[config.mk]
export PLATFORM = sky130hd
export DESIGN_NAME = bin_to_bcd_seq_flat
export DESIGN_NICKNAME = d
export VERILOG_FILES = /design/src/rtl/bin_to_bcd_seq_pkg.sv /design/src/rtl/bin_to_bcd_seq_if.sv /design/src/rtl/bin_to_bcd_seq_add3.sv /design/src/rtl/bin_to_bcd_seq.sv /design/src/flat_wrapper.sv
export SDC_FILE = /design/constraint.sdc
export NUM_CORES = 1
export LEC_CHECK = 0
export ABC_AREA = 1
export CAP_MARGIN = 20
export CORE_MARGIN = 5
export CORE_UTILIZATION = 45
export DETAILED_ROUTE_END_ITERATION = 10
export GPL_TIMING_DRIVEN = 0
export PLACE_DENSITY = 0.7
export SLEW_MARGIN = 20
export SYNTH_ARGS = -nofsm -noshare
export SYNTH_HDL_FRONTEND = slang
export SYNTH_SLANG_ARGS = --single-unit
export TNS_END_PERCENT = 20
[constraint.sdc]
create_clock -name clk -period 1.3 [get_ports clk]
set_input_delay 0.26 -clock clk [delete_from_list [all_inputs] [get_ports clk]]
set_output_delay 0.26 -clock clk [all_outputs]
set_load 0.1 [all_outputs]
[src/rtl/bin_to_bcd_seq_pkg.sv]
// Shared types and helpers for the binary-to-BCD converter and the display stage.
package bin_to_bcd_seq_pkg;

   typedef logic [3:0] bcd_digit_t;

   typedef enum logic [1:0] {
      IDLE  = 2'd0,
      SHIFT = 2'd1,
      DONE  = 2'd2
   } conv_state_t;

   // Segment pattern that shows a dark digit on the 7-segment display.
   localparam logic [6:0] SEG_BLANK = 7'b000_0000;

   // Number of BCD digits needed to hold any width-bit unsigned value.
   function automatic int unsigned int_digits(input int unsigned width);
      return (width * 32'd1233) / 32'd4096 + 32'd1;
   endfunction

endpackage

[src/rtl/bin_to_bcd_seq_if.sv]
// start/busy/done conversion handshake plus the packed BCD result bus.
interface bin_to_bcd_seq_if #(
   parameter int unsigned WIDTH  = 32,
   parameter int unsigned DIGITS = 8
);
   logic                  start;
   logic [WIDTH-1:0]      bin_in;
   logic                  busy;
   logic                  done;
   logic [4*DIGITS-1:0]   bcd_out;
   logic [DIGITS-1:0]     blank;
   logic                  overflow;

   modport master (
      output start, bin_in,
      input  busy, done, bcd_out, blank, overflow
   );

   modport slave (
      input  start, bin_in,
      output busy, done, bcd_out, blank, overflow
   );
endinterface

[src/rtl/bin_to_bcd_seq_add3.sv]
// Double-dabble digit correction: digits of 5 or more get 3 added before the shift.
module bcd_add3
   import bin_to_bcd_seq_pkg::*;
(
   input  bcd_digit_t din,
   output bcd_digit_t dout
);

   // Correct one digit; the result never exceeds 12, so 4 bits suffice.
   always_comb begin
      dout = (din >= 4'd5) ? din + 4'd3 : din;
   end

endmodule

[src/rtl/bin_to_bcd_seq.sv]
// Sequential double-dabble binary-to-packed-BCD converter with leading-zero blank mask.
module bin_to_bcd_seq
   import bin_to_bcd_seq_pkg::*;
#(
   parameter int unsigned WIDTH  = 32,
   parameter int unsigned DIGITS = 8
)(
   input  logic              clk,
   input  logic              reset,
   bin_to_bcd_seq_if.slave   bus
);

   localparam int unsigned INT_DIGITS = int_digits(WIDTH);
   localparam int unsigned TOT_DIGITS = (INT_DIGITS > DIGITS) ? INT_DIGITS : DIGITS;
   localparam int unsigned CW         = $clog2(WIDTH + 1);
   localparam logic [DIGITS-1:0] BLANK_RST = ~DIGITS'(1);

   conv_state_t               state_q, state_d;
   logic [WIDTH-1:0]          shreg_q, shreg_d;
   logic [4*INT_DIGITS-1:0]   bcd_q, bcd_d;
   logic [CW-1:0]             cnt_q, cnt_d;
   logic [4*DIGITS-1:0]       bcd_out_q, bcd_out_d;
   logic [DIGITS-1:0]         blank_q, blank_d;
   logic                      overflow_q, overflow_d;
   logic                      done_q, done_d;

   logic [4*INT_DIGITS-1:0]   bcd_adj;
   logic [4*TOT_DIGITS-1:0]   bcd_ext;
   logic [4*DIGITS-1:0]       res_bcd;
   logic [DIGITS-1:0]         res_blank;
   logic                      res_ovf;
   logic                      zero_run;

   for (genvar g = 0; g < INT_DIGITS; g++) begin : g_add3
      bcd_add3 u_add3 (
         .din  (bcd_q[4*g +: 4]),
         .dout (bcd_adj[4*g +: 4])
      );
   end

   // Derive the displayed digits, overflow flag and leading-zero mask from the finished conversion.
   always_comb begin
      bcd_ext  = '0;
      bcd_ext[4*INT_DIGITS-1:0] = bcd_q;
      res_bcd  = bcd_ext[4*DIGITS-1:0];
      res_ovf  = 1'b0;
      for (int unsigned i = DIGITS; i < TOT_DIGITS; i++) begin
         res_ovf = res_ovf | (bcd_ext[4*i +: 4] != 4'd0);
      end
      res_blank = '0;
      zero_run  = 1'b1;
      for (int unsigned i = 0; i < DIGITS; i++) begin
         zero_run = zero_run & (res_bcd[4*(DIGITS-1-i) +: 4] == 4'd0);
         res_blank[DIGITS-1-i] = zero_run & ((DIGITS - 1 - i) != 0);
      end
   end

   // Next-state and datapath control; DONE latches results and may accept a new start.
   always_comb begin
      state_d    = state_q;
      shreg_d    = shreg_q;
      bcd_d      = bcd_q;
      cnt_d      = cnt_q;
      bcd_out_d  = bcd_out_q;
      blank_d    = blank_q;
      overflow_d = overflow_q;
      done_d     = 1'b0;
      case (state_q)
         IDLE: begin
            if (bus.start) begin
               shreg_d = bus.bin_in;
               bcd_d   = '0;
               cnt_d   = CW'(WIDTH);
               state_d = SHIFT;
            end
         end
         SHIFT: begin
            {bcd_d, shreg_d} = {bcd_adj, shreg_q} << 1;
            cnt_d = cnt_q - CW'(1);
            // cnt_q==1 means this edge shifts in the last input bit.
            if (cnt_q == CW'(1)) begin
               state_d = DONE;
            end
         end
         DONE: begin
            bcd_out_d  = res_bcd;
            blank_d    = res_blank;
            overflow_d = res_ovf;
            done_d     = 1'b1;
            if (bus.start) begin
               shreg_d = bus.bin_in;
               bcd_d   = '0;
               cnt_d   = CW'(WIDTH);
               state_d = SHIFT;
            end else begin
               state_d = IDLE;
            end
         end
         default: state_d = IDLE;
      endcase
   end

   // State, datapath and output registers with asynchronous active-low reset.
   always_ff @(posedge clk or negedge reset) begin
      if (!reset) begin
         state_q    <= IDLE;
         shreg_q    <= '0;
         bcd_q      <= '0;
         cnt_q      <= '0;
         bcd_out_q  <= '0;
         blank_q    <= BLANK_RST;
         overflow_q <= 1'b0;
         done_q     <= 1'b0;
      end else begin
         state_q    <= state_d;
         shreg_q    <= shreg_d;
         bcd_q      <= bcd_d;
         cnt_q      <= cnt_d;
         bcd_out_q  <= bcd_out_d;
         blank_q    <= blank_d;
         overflow_q <= overflow_d;
         done_q     <= done_d;
      end
   end

   assign bus.busy     = (state_q == SHIFT);
   assign bus.done     = done_q;
   assign bus.bcd_out  = bcd_out_q;
   assign bus.blank    = blank_q;
   assign bus.overflow = overflow_q;

endmodule

[src/flat_wrapper.sv]
// flat-port wrapper written by rule: the top's interface ports become plain ports
module bin_to_bcd_seq_flat import bin_to_bcd_seq_pkg::*;
#(
   parameter int unsigned WIDTH  = 32,
   parameter int unsigned DIGITS = 8
)
  (clk, reset, bus_start, bus_bin_in, bus_busy, bus_done, bus_bcd_out, bus_blank, bus_overflow);
  bin_to_bcd_seq_if #(.WIDTH(WIDTH), .DIGITS(DIGITS)) bus_i ();
  input  logic clk;
  input  logic reset;
  input wire logic [$bits(bus_i.start)-1:0] bus_start;
  input wire logic [$bits(bus_i.bin_in)-1:0] bus_bin_in;
  output wire logic [$bits(bus_i.busy)-1:0] bus_busy;
  output wire logic [$bits(bus_i.done)-1:0] bus_done;
  output wire logic [$bits(bus_i.bcd_out)-1:0] bus_bcd_out;
  output wire logic [$bits(bus_i.blank)-1:0] bus_blank;
  output wire logic [$bits(bus_i.overflow)-1:0] bus_overflow;
  assign bus_i.start = bus_start;
  assign bus_i.bin_in = bus_bin_in;
  assign bus_busy = bus_i.busy;
  assign bus_done = bus_i.done;
  assign bus_bcd_out = bus_i.bcd_out;
  assign bus_blank = bus_i.blank;
  assign bus_overflow = bus_i.overflow;
  bin_to_bcd_seq #(.WIDTH(WIDTH), .DIGITS(DIGITS)) u_core (.clk(clk), .reset(reset), .bus(bus_i));
endmodule
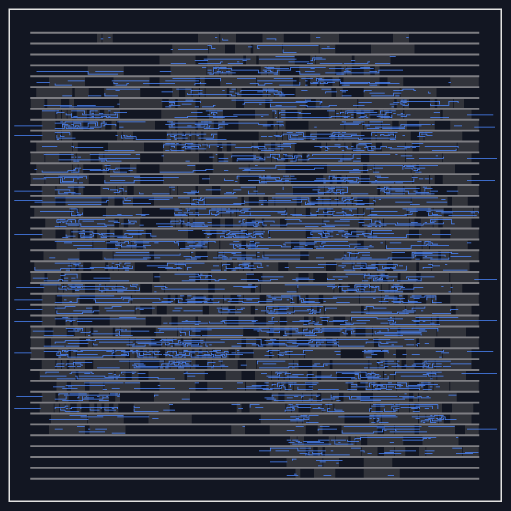
Figure 1: the metal 1 layer.
Drawn at 4 px/um. Supply wires on this layer in grey. Cells faint in the background.
The layer carries 6,280 um of wire. The wires run mostly horizontal. 738 nets have wire on it. The longest straight run is 35.0 um.
via count: 4,895
met1 usage: 25.0%
routed wire length: 14,600 um

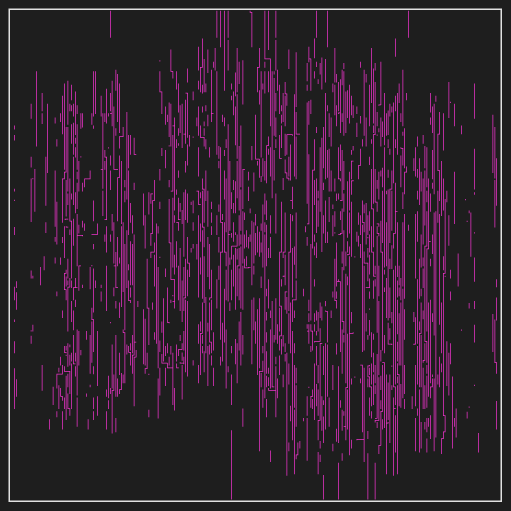
Figure 2: M2 wires.
Drawn at 4 px/um.
The wires run mostly vertical. The layer holds 50% of the routed length. 689 nets have wire on it.
GR Util met2: 32.1%

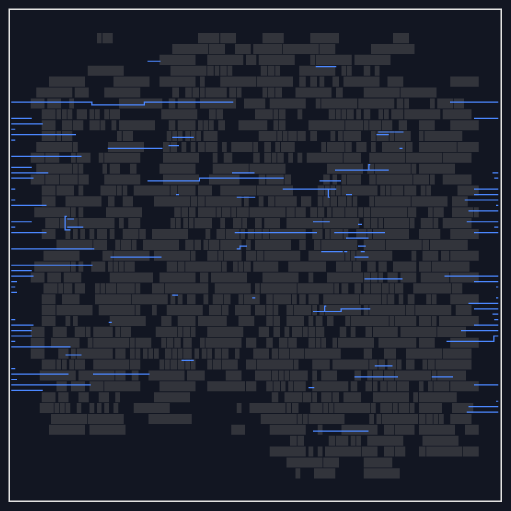
Figure 3: met3 routing.
Drawn at 4 px/um. Cells faint in the background.
The layer holds 4.8% of the routed length. The longest straight run is 22.1 um. 85 nets have wire on it. The wires run mostly horizontal. The layer carries 696 um of wire.

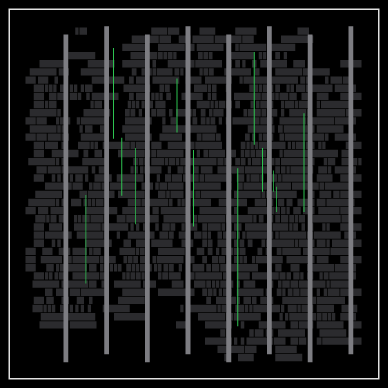
Figure 4: the metal 4 layer.
Drawn at 3 px/um. Supply wires on this layer in grey. Cells faint in the background.
The layer carries 291 um of wire. The layer holds 2.0% of the routed length. The wires run mostly vertical. 7 nets have wire on it. The longest straight run is 52.4 um.

==> what timing repair did <==
action | CTS | global route
gates resized | 387 | 139
setup endpoints to repair | 156 | 147
setup buffers | 5 | 22
gates cloned | 0 | 1
hold buffers | 1 | 0
pin swaps | 6 | 17
hold endpoints to repair | 51 | 0
==> per-layer routing <==
| layer | vias to the layer above | GRT usage (%) | routed length (um) |
|---|---|---|---|
| li1 | 2386 | - | - |
| met1 | 2348 | 25.0 | 6280 |
| met2 | 131 | 32.1 | 7380 |
| met3 | 30 | 4.65 | 696 |
| met4 | 0 | 7.49 | 291 |
| met5 | - | 0 | 0 |
==> metrics by stage <==
stage	util, %	cells	TNS (ns)	setup WS (ns)
after global routing	67.1	951	-10.32	-0.261
after CTS	61.7	928	-9.22	-0.232
final	67.1	951	-3.91	-0.230
after floorplan	-	642	-0.0631	-0.0571
after detailed placement	53.7	891	-59.08	-1.11
after global placement	53.4	890	-610.88	-4.69
==> registers in the layout, indices dropped and copies added, names as in the netlist <==
name,cells
u_core.bcd_ext,40
u_core.bus.bcd_out,32
u_core.shreg_q,32
u_core.bus.blank,7
u_core.cnt_q,6
u_core.state_q,2
u_core.bus.done,1
u_core.bus.overflow,1
==> how the worst max path moves through the flow <==
stage | end | slack, ns | cells past startpoint
CTS | bus_busy | -0.23 | 4
global placement | u_core.shreg_q[7] | -4.69 | 1
global route | bus_busy | -0.26 | 4
floorplan | u_core.bcd_ext[26] | -0.06 | 7
finish | bus_busy | -0.23 | 4
detailed placement | bus_busy | -1.11 | 4
==> cells in the final DEF (no fill, tap or decap), drive strengths merged <==
master	Yosys	layout
clkdlybuf4s50	0	33
xor2	6	6
nor4	1	1
dfstp	7	7
nand4	7	7
nand3	29	29
o22ai	6	6
dlygate4sd3	0	1
dfrtp	114	114
ha	30	30
o211ai	3	3
a22oi	31	31
nor3b	1	1
buf	22	93
a21oi	9	9
inv	70	69
o21ai	97	97
nor2	25	25
or2	4	4
a22o	1	1
clkinv	0	5
conb	1	1
clkbuf	4	27
o32ai	4	4
bufinv	0	5
nand2	170	170
==> power breakdown <==
part / switching, mW / internal (mW) / total, mW / leakage (nW)
Sequential: 1.34 / 5.43 / 6.77 / 1.50
Clock: 1.61 / 3.48 / 5.09 / 0.314
Combinational: 8.08 / 4.67 / 12.7 / 2.17
==> worst max-delay path, stage by stage, from the launching register on <==
cell	delay, ns
dfrtp_2	0.44
nand2_4	0.09
clkinv_4	0.05
buf_8	0.12
buf_12	0.15
==> logic make-up (layout without fill, tap and decap cells) <==
logic type	count (synthesis)	count (layout)
AND-OR/OR-AND	151	151
AND/OR/NAND/NOR	237	237
other	1	1
flip-flops	121	121
XOR/XNOR	6	6
buffers and inverters	96	233
adder cells (fa/ha/maj)	30	30
==> cell type report <==
type                       count  area, um2  share of cell area [%]
timing repair buffer         106       1310                    15.6
inverter                      70        278                    3.31
multi-input combinational    425       2660                    31.6
tap                          172        215                    2.56
buffer                        26        260                    3.10
sequential                   121       3040                    36.2
clock inverter                 9        170                    2.03
clock buffer                  22        464                    5.53
==> job_summary.md <==
## PnR job results

| Metric | Value |
|---|---|
| Status | finished, violations left |
| Crit start category | flop |
| Yosys cell count | 642 |
| Tot GR Track Use | 19.5% |
| Synth Area per Inst | 8.89 um2 |
| Mapped Nets | 707 |
| Pleak | 3.99 nW |
| Element type at the critical path end | output pin |
| Syn. warnings | 0 |
| Dominant comb cell | simple AND/OR/NAND/NOR gates |
| RD Place Congestion | approximately 0.86 |
| Residual DRC count | 0 |
| Post-synth EDFFs | 0 |
| Fin Hold WS | about 0.39 ns |
| Mux frac, synth | 0% |
| Slew Limit Fails | 0 |
| Area leader, netlist | dfrtp_1 |
| Hpwl dp | approximately 9000 um |
| Period utilization | 118% |
| Fmax | 0.654 GHz |
| Cell Area, Placed | 6720 um2 |
| Largest net degree at the start of global routing | 65 |
| Transition time of the tightest slew-check pin | 0.533 ns |
| Dominant register cell | dfrtp_1 |
| Crit path launch | u_core.state_q[0] |
| Final WS setup | -0.230 ns |
| Core ar. | 12,500 um2 |
| Total power | approximately 25 mW |
| Async set or reset register ratio after synthesis | 100% |
| Crit path time final | 1.53 ns |
| Clock root buffer | clkbuf_16 |
| Adder share | 6.57% |
| Total I/O pin count | roughly 78 |
| Unique cell type count in the Yosys netlist | 29 |
| Final instance area | 8400 um2 |
| Final-stage net count | between 800 and 900 |
| Worst EP arrival | 1.27 ns |
| Post-synth top cells | 168 x nand2_1, 114 x dfrtp_1, 66 x inv_1 |
| # port buffers | 76 |
| Reg2reg path depth | 8 |
| Fill cells | 976 |
| Sequential share of the synthesized area | 53.2% |
| FF-to-FF setup slack | -0.09 ns |
| Synth Instances | 642 |
| Clock sinks | roughly 120 |
| Reg-to-Reg Start | u_core.bcd_ext[4] |
| Layout cells sized above 1 | a little under a third |
| Critical Path RT | 1.04 ns |
| Setup Crit Path Kind | reg -> out |
| First-pass GRT wire length | 23,200 um |
| Mapped Area | between 5000 and 6000 um2 |
| Via count of the first global-routing pass | ~5k |
| Final ANT Viol Nets | 0 |
| H-tree levels | 4 |
| DRT Pass-1 Iters | 4 |
| OpenROAD warnings | 48 |
| Yosys chip area | 5710 um2 |
| Total die size | ~15,000 um2 |
| CTS buffer count | 17 |
| Final setup fails | 101 |
| 1st-iter DRT viols | 335 |
| Failing checks | negative setup slack |
| PD cells | 2930 nW/um2 |
| Fin. Hold Viols | 0 |
| Crit-path max FO | 3 |
| Worst clock skew | 0.00752 ns |
| Maximum vdd ir drop | 1230 uV |
Power is estimated from default activity; no workload was simulated.
